Fig. 1: run 1, PDN straps and rails
Pins as bars on the die edge. Tap cells in gray.
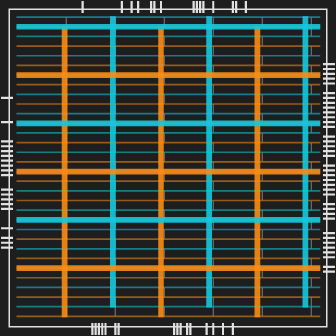
Fig. 2: run 1, placement by cell class
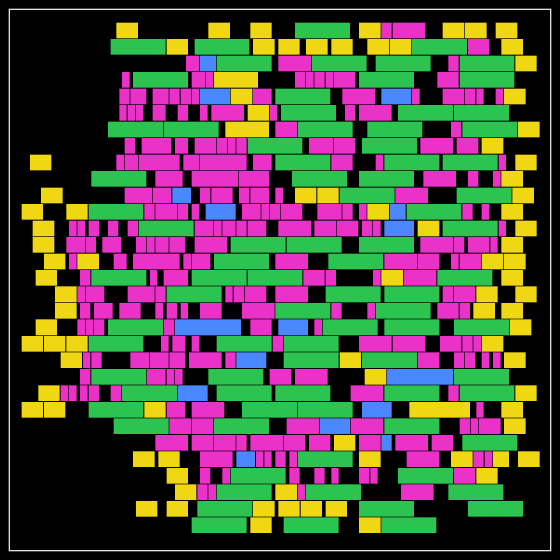
Fig. 3: run 1, routed clock nets over the placement
Scale bar: 20 um.
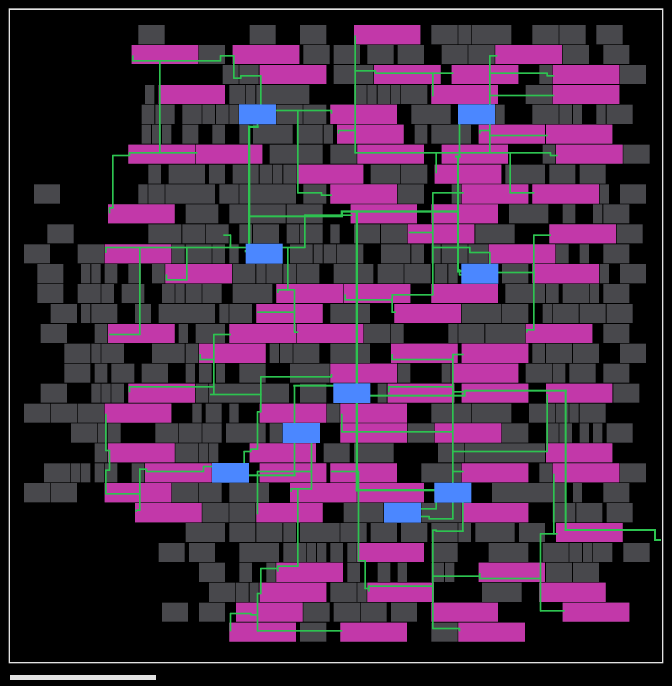
Design fetch_unit, sky130hd; sources not shown.
==> run notes, run 1 <==
Implementation summary

The switching power share of the total is 38.7%. The setup slack of the worst register-to-register path is 2730 ps. The final timing report counts setup violations totalling 0.

Setup repair after global routing left no endpoint under its margin. The H-tree was split into 3 levels. The total I/O pin count is approximately 87.

The net count of the finished layout is 456. The first detailed-routing pass ran for 4 iterations. The total internal power is 0.00154 W. The CTS tree is built. Per the CTS log, the root buffer master is clkbuf_8. The run finished with clean final reports. After detailed routing, the average wire length per cell comes to 16.6 um. The floorplan step defined a die boundary enclosing 0.00793 sq mm. For the pin with the worst max-slew slack, the measured transition is 1030 ps. The critical path maximum fanout is 33. In this run the cell area measured after placement is 0.00490 sq mm. The via count of the first global-routing pass is 2903.

Total global-route track usage over all layers is around a quarter. The routed design could run at a clock period as short as between 2000 and 3000 ps.
About Fig. 1:
Key: orange = VSS; cyan = VDD
6 straps on met4. 87 signal pins sit on the boundary. 6 straps on met5. The core has 31 rows. 99 tap cells.
die width: 89.1 um
height of the chip: 89.1 um
Core Footprint: 0.00721 sq mm
peak ir drop on the vdd network: 0.226 mV

About Fig. 2:
Key: magenta = all other logic [cells 234, share of their area 35%]; yellow = other buffers and delay cells [cells 89, share of their area 18%]; blue = clock drivers and dummy loads [cells 16, share of their area 4.4%]; green = flops [cells 84, share of their area 42%]
placement row count: 31
final core occ: 71.4%
final std cell area, no fill: 0.00515 sq mm

About Fig. 3:
Key: blue = cells driving clock nets [count 9]; magenta = flip-flops [count 84]; green = clock wires [length 941 um]
There are 10 routed clock nets.
clock network power: 0.000472 W
fraction of power consumed by the clock network: 18.8%

run 1: power by group through the flow:
| stage | Combinational (W) | Clock [W] | Sequential, W |
|---|---|---|---|
| floorplan | 0.000451 | 0 | 0.00112 |
| global placement | 0.00101 | 0 | 0.000984 |
| detailed placement | 0.00105 | 0 | 0.000997 |
| CTS | 0.00106 | 0.000477 | 0.000988 |
| global route | 0.00114 | 0.000504 | 0.00102 |
| finish | 0.00105 | 0.000472 | 0.000990 |
run 1: cells in the final DEF (no fill, tap or decap), types with 7 or more instances in the layout:
master           instances
dfrtp_1                 84
nor3_1                   7
mux2i_1                 33
clkdlybuf4s50_1         85
xnor2_1                 10
o21ai_0                 11
o21ai_1                 34
mux2_4                  30
nand2_1                 51
clkbuf_8                 9
nor2_1                  10
run 1: critical path: stages, from the launching register on:
cell and delay [ps]:
dfrtp_1 500, nor2b_4 290, nand2_2 600, o31ai_1 650, nor2b_4 180, buf_12 220, mux2_4 320
run 1: per-layer routing:
layer / vias up / GRT usage, % / wire length, um
li1: 1332 / - / -
met1: 1353 / 31.4 / 3750
met2: 113 / 37.7 / 4200
met3: 19 / 4.71 / 569
met4: 0 / 8.39 / 147
met5: - / 0 / 0
run 1: cell type report:
type                            count  area, sq um
Inverter                            4         15.0
Sequential cell                    84         2100
Clock inverter                      7         97.6
Fill cell                         510         2060
Multi-Input combinational cell    230         1770
Timing Repair Buffer               89          926
Clock buffer                        9          124
Tap cell                           99          124
==> run 2, diff against run 1 <==
--- a/config.mk
+++ b/config.mk
@@ -7,10 +7,10 @@
 export LEC_CHECK = 0
 export CAP_MARGIN = 20
 export CORE_MARGIN = 1.5
-export CORE_UTILIZATION = 55
+export CORE_UTILIZATION = 51
 export CTS_CLUSTER_SIZE = 28
 export DETAILED_ROUTE_END_ITERATION = 7
-export PLACE_DENSITY = 0.95
+export PLACE_DENSITY = 0.91
 export SLEW_MARGIN = 10
 export SYNTH_ARGS = -nofsm -noshare
 export SYNTH_HDL_FRONTEND = slang
==> constraint.sdc (replaced) <==
create_clock -name Clk -period 2.91 [get_ports Clk]
set_clock_uncertainty 0.05 [all_clocks]
set_input_delay 0.291 -clock Clk [delete_from_list [all_inputs] [get_ports Clk]]
set_output_delay 0.291 -clock Clk [all_outputs]
set_load 0.02 [all_outputs]
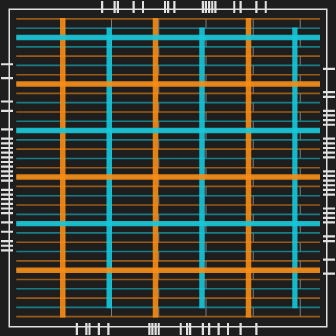
Fig. 4. PDN straps and rails (run 2).
Pins as bars on the die edge. Tap cells in gray.
Key: orange = VSS; cyan = VDD
6 straps on met4. The core has 32 rows. 102 tap cells.
Core Footprint: 0.00773 sq mm
height of the chip: 92.4 um
die width: 92.4 um

==> run 2 against run 1 <==
  * Core utilization down 4.6 points
  * Clock-buffer cell count up 3
  * Setup slack worse by 2400 ps
  * Fmax up 16%
  * Largest power group unchanged
  * First-iteration DRC count down 7.9%
==> run notes, run 2 <==
Implementation summary

The flow ran to the end, and the final reports show no timing, DRC or antenna violations. Per the CTS log, the root buffer master is clkbuf_8. Counting the fill cells in the layout gives roughly 570. The total die size is 0.00853 sq mm. The number of iterations in the first detailed-routing pass is 4. The most common cell after layout, fill and taps aside is clkdlybuf4s50_1. The number of port buffers is 86.

For the pin with the worst max-slew slack, the measured transition is 834 ps. The maximum vdd ir drop is between 0.5 and 0.6 mV. The via count of the first global-routing pass was 2863. The final timing report derives a shortest allowable period of 2540 ps. The power report puts the leakage power at ~2.4 nW. The top cell types in the final layout, fill and taps aside, are clkdlybuf4s50_1 (85), dfrtp_1 (84), nand2_1 (51). The total I/O pin count is 87. The maximum fanout along the worst path is 32. The setup slack of the worst register-to-register path is between 300 and 400 ps.

The total track usage is around a fifth. Setup repair after global routing left no endpoint under its margin. The number of endpoints failing setup at the final stage is 0. The net count of the finished layout is 459. Per the TritonCTS log, the buffer count is 9. TritonCTS built the clock tree. Looking at the clock tree report, the H-tree level count equals 3. After floorplanning, the core was divided into 32 placement rows. The overall routed net length is ~8100 um.
-- run 2: routing by layer --
| layer | share of wire (%) | vias up | GRT usage [%] |
|---|---|---|---|
| li1 | - | 1339 | - |
| met1 | 47 | 1374 | 27.7 |
| met2 | 47 | 86 | 31.6 |
| met3 | 4.5 | 15 | 3.37 |
| met4 | 1.8 | 0 | 8.72 |
| met5 | 0 | - | 0 |
-- run 2: power by group --
part	switching [W]	internal (W)	total, W
combinational	0.00103	0.000986	0.00201
sequential	0.000406	0.00153	0.00193
clock	0.000408	0.000507	0.000915
total	0.00184	0.00302	0.00486
-- run 2: final cells by class --
class | instances | area, sq um | area share, %
well taps | 102 | 128 | 2.47
clock inverters | 4 | 72.6 | 1.40
clock buffers | 12 | 145 | 2.81
inverters | 4 | 15.0 | 0.291
multi-input cells | 230 | 1770 | 34.2
flip-flops and latches | 84 | 2100 | 40.7
repair buffers | 92 | 938 | 18.2
-- run 2: critical path, stage by stage (launching register included) --
cell,delay [ps]
dfrtp_1,500
o31ai_2,780
o31ai_1,260
nor2b_4,190
buf_12,260
mux2_2,360
-- run 2: through the flow --
step	std cells	setup WS [ps]	hold WS, ps	area, sq um
after floorplan	340	670	-54.6	4070
after global placement	510	541	415	4910
after detailed placement	510	437	426	4910
after CTS	526	426	99.0	5130
after global routing	528	272	328	5170
final	528	372	317	5170
Power is estimated from default activity; no workload was simulated.
